--- src/rtl/alphaahb_v5_pkg.sv ---
`default_nettype none
// ============================================================================
// Module      : alphaahb_v5_pkg
// Description : Shared types and decode helpers for the iterative mul/div unit
// Revision    : 1.0 - initial release
// ============================================================================
package alphaahb_v5_pkg;

  // Operation encoding carried on in_op
  typedef enum logic [2:0] {
    OP_MUL    = 3'd0,
    OP_MULH   = 3'd1,
    OP_MULHSU = 3'd2,
    OP_MULHU  = 3'd3,
    OP_DIV    = 3'd4,
    OP_DIVU   = 3'd5,
    OP_REM    = 3'd6,
    OP_REMU   = 3'd7
  } muldiv_op_e;

  // Result status, MSB first: {zero, negative, overflow, div_by_zero}
  typedef struct packed {
    logic zero;
    logic negative;
    logic overflow;
    logic div_by_zero;
  } muldiv_flags_t;

  // Control FSM encoding
  typedef enum logic [1:0] {
    ST_IDLE = 2'd0,
    ST_BUSY = 2'd1,
    ST_DONE = 2'd2
  } muldiv_state_e;

  // Operand A is interpreted as two's complement. MUL is treated as signed so
  // that its overflow flag can be derived from the full signed product; the
  // low half of the product is identical either way.
  function automatic logic op_signed_a(input muldiv_op_e op);
    return (op == OP_MUL) || (op == OP_MULH) || (op == OP_MULHSU) ||
           (op == OP_DIV) || (op == OP_REM);
  endfunction

  // Operand B is interpreted as two's complement (MULHSU treats B unsigned)
  function automatic logic op_signed_b(input muldiv_op_e op);
    return (op == OP_MUL) || (op == OP_MULH) || (op == OP_DIV) || (op == OP_REM);
  endfunction

  // Remainder operations return the partial remainder instead of the quotient
  function automatic logic op_is_rem(input muldiv_op_e op);
    return (op == OP_REM) || (op == OP_REMU);
  endfunction

endpackage
`default_nettype wire

--- src/rtl/muldiv_sign_fixup.sv ---
`default_nettype none
// ============================================================================
// Module      : muldiv_sign_fixup
// Description : Conditional two's-complement negation; turns signed operands
//               into magnitudes and applies the sign to final results
// Revision    : 1.0 - initial release
// ============================================================================
module muldiv_sign_fixup #(
  parameter int W = 64
) (
  input  logic [W-1:0] in_val,
  input  logic         negate,
  output logic [W-1:0] out_val
);

  // The most-negative value maps onto itself, which is the correct unsigned
  // magnitude 2^(W-1), so no special case is required.
  assign out_val = negate ? (~in_val + W'(1)) : in_val;

endmodule
`default_nettype wire

--- src/rtl/iterative_muldiv_unit.sv ---
`default_nettype none
// ============================================================================
// Module      : iterative_muldiv_unit
// Description : Radix-2 iterative multiplier / restoring divider with
//               valid/ready handshake, tag passthrough, flush and status flags
// Revision    : 1.0 - initial release
// ============================================================================
module iterative_muldiv_unit
  import alphaahb_v5_pkg::*;
#(
  parameter int XLEN  = 64,
  parameter int TAG_W = 4
) (
  input  logic             clk,
  input  logic             rst_n,
  input  logic             in_valid,
  output logic             in_ready,
  input  logic [2:0]       in_op,
  input  logic [XLEN-1:0]  in_a,
  input  logic [XLEN-1:0]  in_b,
  input  logic [TAG_W-1:0] in_tag,
  input  logic             flush,
  output logic             out_valid,
  input  logic             out_ready,
  output logic [XLEN-1:0]  out_result,
  output logic [TAG_W-1:0] out_tag,
  output muldiv_flags_t    out_flags
);

  localparam int              CNT_W     = $clog2(XLEN) + 1;
  localparam logic [CNT_W-1:0] LAST_STEP = CNT_W'(XLEN - 1);
  localparam logic [XLEN-1:0] MOST_NEG  = {1'b1, {(XLEN-1){1'b0}}};
  localparam logic [XLEN-1:0] ALL_ONES  = {XLEN{1'b1}};

  muldiv_state_e    state_q, state_d;
  logic [CNT_W-1:0] cnt_q, cnt_d;
  muldiv_op_e       op_q, op_d;
  logic [TAG_W-1:0] tag_q, tag_d;
  logic [XLEN-1:0]  hi_q, hi_d;      // accumulator / partial remainder
  logic [XLEN-1:0]  lo_q, lo_d;      // multiplier / dividend, becomes quotient
  logic [XLEN-1:0]  opb_q, opb_d;    // |B|: multiplicand or divisor
  logic             neg_q, neg_d;    // sign of product / quotient
  logic             rem_neg_q, rem_neg_d;
  logic [XLEN-1:0]  res_q, res_d;
  muldiv_flags_t    flags_q, flags_d;

  muldiv_op_e        op_in;
  logic              accept, last_step, in_div_zero, in_div_ovf;
  logic              a_neg, b_neg;
  logic [XLEN-1:0]   a_mag, b_mag, spec_result;
  logic [XLEN:0]     mul_sum, div_shift;
  logic [XLEN+1:0]   div_diff;
  logic [XLEN-1:0]   step_hi, step_lo, res_final;
  logic [2*XLEN-1:0] res_raw, res_fixed;
  logic              res_neg, mul_ovf;
  logic              unused_bits;

  assign op_in       = muldiv_op_e'(in_op);
  assign a_neg       = op_signed_a(op_in) && in_a[XLEN-1];
  assign b_neg       = op_signed_b(op_in) && in_b[XLEN-1];
  assign in_div_zero = in_op[2] && (in_b == '0);
  assign in_div_ovf  = ((op_in == OP_DIV) || (op_in == OP_REM)) &&
                       (in_a == MOST_NEG) && (in_b == ALL_ONES);
  assign spec_result = in_div_zero ? ((op_in == OP_DIV || op_in == OP_DIVU) ? ALL_ONES : in_a)
                                   : ((op_in == OP_DIV) ? in_a : '0);
  assign last_step   = (state_q == ST_BUSY) && (cnt_q == LAST_STEP);

  muldiv_sign_fixup #(.W(XLEN)) u_fix_a (
    .in_val (in_a),
    .negate (a_neg),
    .out_val(a_mag)
  );

  muldiv_sign_fixup #(.W(XLEN)) u_fix_b (
    .in_val (in_b),
    .negate (b_neg),
    .out_val(b_mag)
  );

  muldiv_sign_fixup #(.W(2*XLEN)) u_fix_res (
    .in_val (res_raw),
    .negate (res_neg),
    .out_val(res_fixed)
  );

  // One radix-2 step: shift-add for multiply, restore-or-subtract for divide
  assign mul_sum   = {1'b0, hi_q} + (lo_q[0] ? {1'b0, opb_q} : '0);
  assign div_shift = {hi_q, lo_q[XLEN-1]};
  assign div_diff  = {1'b0, div_shift} - {2'b00, opb_q};
  // The remainder is always below the divisor, so the difference never uses bit XLEN
  assign unused_bits = div_diff[XLEN];

  // Select the next accumulator/quotient pair for the active operation
  always_comb begin
    step_hi = mul_sum[XLEN:1];
    step_lo = {mul_sum[0], lo_q[XLEN-1:1]};
    if (op_q[2]) begin
      if (!div_diff[XLEN+1]) begin
        step_hi = div_diff[XLEN-1:0];
        step_lo = {lo_q[XLEN-2:0], 1'b1};
      end else begin
        step_hi = div_shift[XLEN-1:0];
        step_lo = {lo_q[XLEN-2:0], 1'b0};
      end
    end
  end

  // Apply the sign to the final step's raw result and pick the returned half
  always_comb begin
    res_neg = op_is_rem(op_q) ? rem_neg_q : neg_q;
    res_raw = {step_hi, step_lo};
    if (op_q[2]) begin
      res_raw = op_is_rem(op_q) ? {{XLEN{1'b0}}, step_hi} : {{XLEN{1'b0}}, step_lo};
    end
    res_final = res_fixed[XLEN-1:0];
    if ((op_q == OP_MULH) || (op_q == OP_MULHSU) || (op_q == OP_MULHU)) begin
      res_final = res_fixed[2*XLEN-1:XLEN];
    end
    mul_ovf = !((&res_fixed[2*XLEN-1:XLEN-1]) || !(|res_fixed[2*XLEN-1:XLEN-1]));
  end

  // Control FSM: next state, step counter and request acceptance
  always_comb begin
    state_d = state_q;
    cnt_d   = cnt_q;
    accept  = 1'b0;
    case (state_q)
      ST_IDLE: begin
        if (in_valid && !flush) begin
          accept = 1'b1;
          cnt_d  = '0;
          state_d = (in_div_zero || in_div_ovf) ? ST_DONE : ST_BUSY;
        end
      end
      ST_BUSY: begin
        if (last_step) begin
          state_d = ST_DONE;
          cnt_d   = '0;
        end else begin
          cnt_d = cnt_q + CNT_W'(1);
        end
      end
      ST_DONE: begin
        if (out_ready) state_d = ST_IDLE;
      end
      default: state_d = ST_IDLE;
    endcase
    if (flush) begin
      state_d = ST_IDLE;
      cnt_d   = '0;
    end
  end

  // Datapath: latch the request, iterate, and capture the result with flags
  always_comb begin
    op_d      = op_q;
    tag_d     = tag_q;
    hi_d      = hi_q;
    lo_d      = lo_q;
    opb_d     = opb_q;
    neg_d     = neg_q;
    rem_neg_d = rem_neg_q;
    res_d     = res_q;
    flags_d   = flags_q;
    if (accept) begin
      op_d      = op_in;
      tag_d     = in_tag;
      hi_d      = '0;
      lo_d      = a_mag;
      opb_d     = b_mag;
      neg_d     = a_neg ^ b_neg;
      rem_neg_d = a_neg;
      if (in_div_zero || in_div_ovf) begin
        res_d               = spec_result;
        flags_d.zero        = (spec_result == '0);
        flags_d.negative    = spec_result[XLEN-1];
        flags_d.overflow    = in_div_ovf;
        flags_d.div_by_zero = in_div_zero;
      end
    end else if (state_q == ST_BUSY) begin
      hi_d = step_hi;
      lo_d = step_lo;
      if (last_step) begin
        res_d               = res_final;
        flags_d.zero        = (res_final == '0);
        flags_d.negative    = res_final[XLEN-1];
        flags_d.overflow    = (op_q == OP_MUL) && mul_ovf;
        flags_d.div_by_zero = 1'b0;
      end
    end
  end

  // State registers with asynchronous active-low reset
  always_ff @(posedge clk or negedge rst_n) begin
    if (!rst_n) begin
      state_q   <= ST_IDLE;
      cnt_q     <= '0;
      op_q      <= OP_MUL;
      tag_q     <= '0;
      hi_q      <= '0;
      lo_q      <= '0;
      opb_q     <= '0;
      neg_q     <= 1'b0;
      rem_neg_q <= 1'b0;
      res_q     <= '0;
      flags_q   <= '0;
    end else begin
      state_q   <= state_d;
      cnt_q     <= cnt_d;
      op_q      <= op_d;
      tag_q     <= tag_d;
      hi_q      <= hi_d;
      lo_q      <= lo_d;
      opb_q     <= opb_d;
      neg_q     <= neg_d;
      rem_neg_q <= rem_neg_d;
      res_q     <= res_d;
      flags_q   <= flags_d;
    end
  end

  assign in_ready   = (state_q == ST_IDLE);
  assign out_valid  = (state_q == ST_DONE);
  assign out_result = res_q;
  assign out_tag    = tag_q;
  assign out_flags  = flags_q;

endmodule
`default_nettype wire
--- config.mk ---
export PLATFORM = sky130hd
export DESIGN_NAME = iterative_muldiv_unit
export DESIGN_NICKNAME = d
export VERILOG_FILES = /design/src/rtl/alphaahb_v5_pkg.sv /design/src/rtl/muldiv_sign_fixup.sv /design/src/rtl/iterative_muldiv_unit.sv
export SDC_FILE = /design/constraint.sdc
export NUM_CORES = 2
export LEC_CHECK = 0
export ABC_CLOCK_PERIOD_IN_PS = 6700
export CORE_AREA = 2 2 347 349
export DETAILED_ROUTE_END_ITERATION = 8
export DIE_AREA = 0 0 349 351
export GPL_TIMING_DRIVEN = 0
export PLACE_DENSITY = 0.44
export SLEW_MARGIN = 20
export SYNTH_ARGS = -nofsm -noshare
export SYNTH_HDL_FRONTEND = slang
export SYNTH_SLANG_ARGS = --single-unit
--- constraint.sdc ---
create_clock -name clk -period 6.7 [get_ports clk]
set_input_delay 1.675 -clock clk [delete_from_list [all_inputs] [get_ports clk]]
set_output_delay 1.675 -clock clk [all_outputs]
set_load 0.03 [all_outputs]
==> images/layer_met1.png <==
The bar under the picture is 100 um long. Supply wires on this layer in gray.
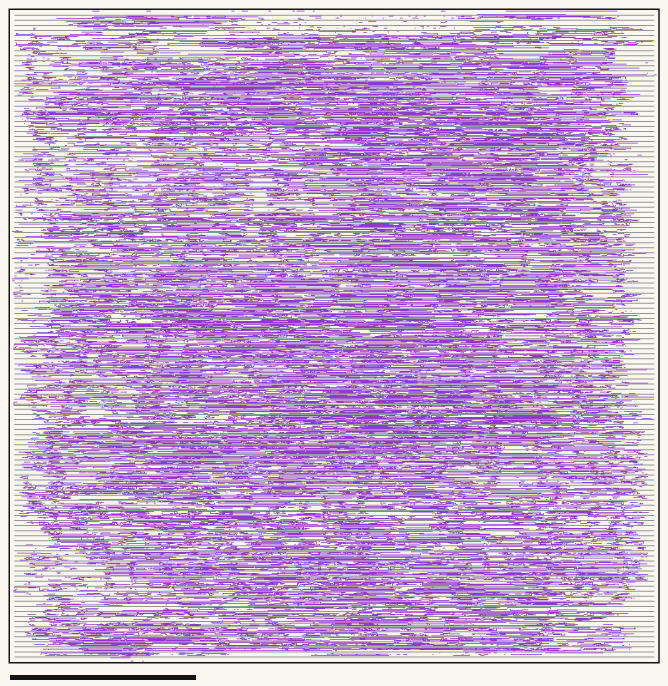
wire length on this layer: 121 mm
longest straight run: 121 um
nets with wire on the layer: 5,648
Post-Route WL: 293,000 um
Vias: 49,000
M1 GR Usage: 61.5%

==> images/layer_met2.png <==
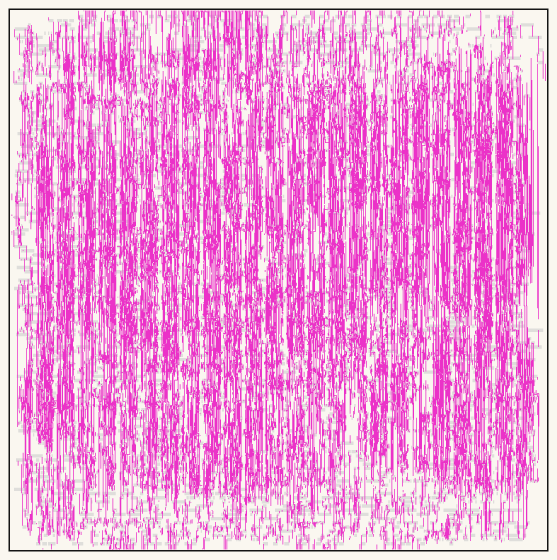
wire length on this layer: 112 mm
nets with wire on the layer: 5,128
M2 GR Usage: 61.7%

==> images/layer_met3.png <==
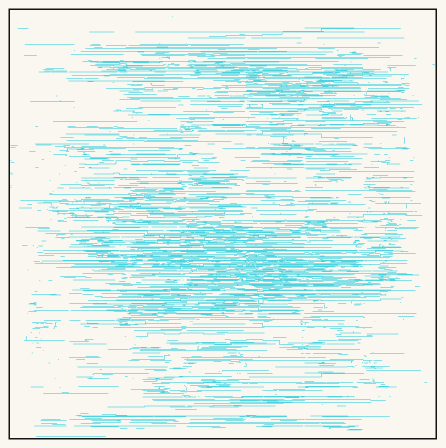
share of all routed wire: 14%
wire length on this layer: 40.3 mm
main direction: horizontal
nets with wire on the layer: 1,153

==> images/layer_met4.png <==
The bar under the picture is 100 um long. Supply wires on this layer in gray.
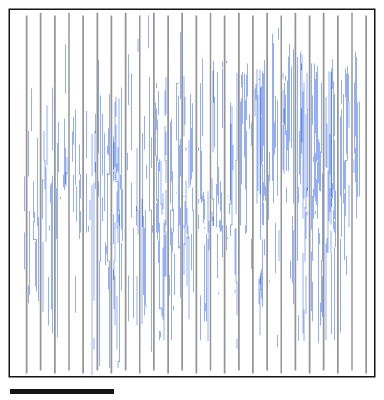
longest straight run: 195 um
wire length on this layer: 19,200 um

==> images/congestion.png <==
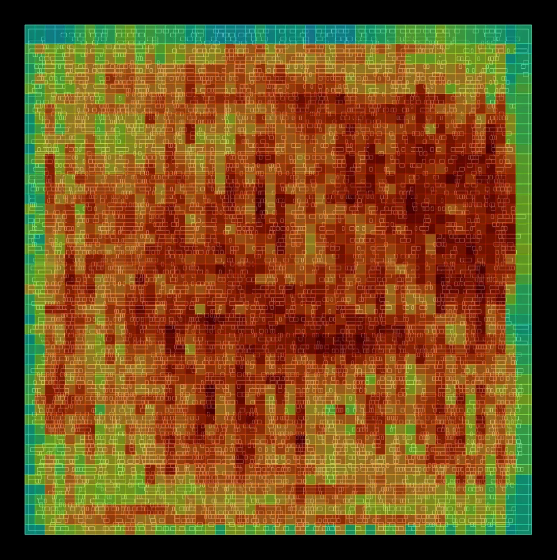
Most Used Layer, Global Route: met2
Util after Layout: 39.4%
wire per inst: 40.8 um
met3 Use GR: 19.3%

==> impl_metrics.py <==
# Auto-generated metrics
metrics = {
    "pwr": {
        "switching_share_pct": 63.9,
        "clkPwrFrac_pct": 9.0,
        "p_int_mw": 9.17,
        "p_clk_mw": 2.28,
        "pg_comb_mw": 20.2,
        "combPwrFrac_pct": 79.6,
        "p_switching_mw": 16.2,
        "p_leak_nw": 17.7,
        "seq-power_mw": 2.88,
        "ir_worst_vdd_uv": 231,
    },
    "placed_design": {
        "place_inst": 6892,
        "place_congestion": 1.12,
    },
    "cells_and_area": {
        "syn_to_final_growth_pct": 32.7,
        "nNonClkBuffers": 795,
        "fill_cells": 12800,
        "nNetsFinal": 5866,
        "fin_cells": 7190,
        "final_cell_mix": "664 x nand2_1, 440 x nor2_1, 434 x o21ai_0",
        "clockBufferCount": 47,
        "inv_count": 124,
        "comb_share_pct": 63.7,
        "flop-count": 277,
        "clkCellAreaFrac_pct": 2.87,
        "bufAreaShareNonClock_pct": 13.2,
        "comb_area_sq_um": 29900,
        "multi_input_comb_cells": 4353,
        "final_cell_area_sq_um": 46900,
    },
    "run_status": {
        "violations": "negative setup slack",
        "status": "complete, but fails checks",
    },
    "worst_setup_path": {
        "endpoint_kind": "flop",
        "reg2reg_slack_ps": -870,
        "critPathLaunchType": "flop",
        "required_ps": 7220,
        "rr_worst_depth": 17,
        "worstSetupPathType": "reg -> reg",
        "crit_path_frequent_cell": "clkbuf_2",
        "critical_path.max_fanout": 10,
        "path_buffers": 9,
    },
    "hold_path": {
        "hp-class": "reg -> reg",
        "hold_start": "out_tag[0]",
    },
    "drt": {
        "top_layer_used": "met5",
        "final_antenna_net_count": 0,
        "wl_met2_um": 112000,
    },
    "sta": {
        "setup_violations": 35,
        "fin_tns_setup_ps": -5250,
        "setup_ws_ps": -865,
        "clock_skew_ps": 40.6,
        "finalCritPeriodShare_pct": 113,
        "rsz0062_at_grt": "yes",
    },
    "synth": {
        "synth_area_sq_um": 35400,
        "yosys.area_share.simple_pct": 29.6,
        "synthAdderAreaFrac_pct": 4.82,
        "common_cells": "680 x nand2_1, 479 x o21ai_0, 461 x nor2_1, 408 x a21oi_1, 277 x dfrtp_1",
        "syn_inst": 5094,
        "yosysCellCount": 5094,
        "synth-xor-area-share_pct": 6.24,
        "postSynthSeqShare_pct": 19.6,
        "enable_flop_cells": 0,
    },
    "job": {
        "tool_warnings": 29,
    },
    "cts": {
        "cts_buffers": 40,
        "cts_root_buf": "clkbuf_16",
        "cts.repair.resized": 588,
        "htreeDepth": 2,
        "cts_buffer_depth": 3,
    },
    "floorplan": {
        "io_pins": 214,
        "core_sq_um": 119000,
        "fp_util_pct": 29.7,
    },
    "global_route": {
        "grt_max_degree": 77,
    },
}
No activity file was given, so power comes from the tool's default toggle rates.
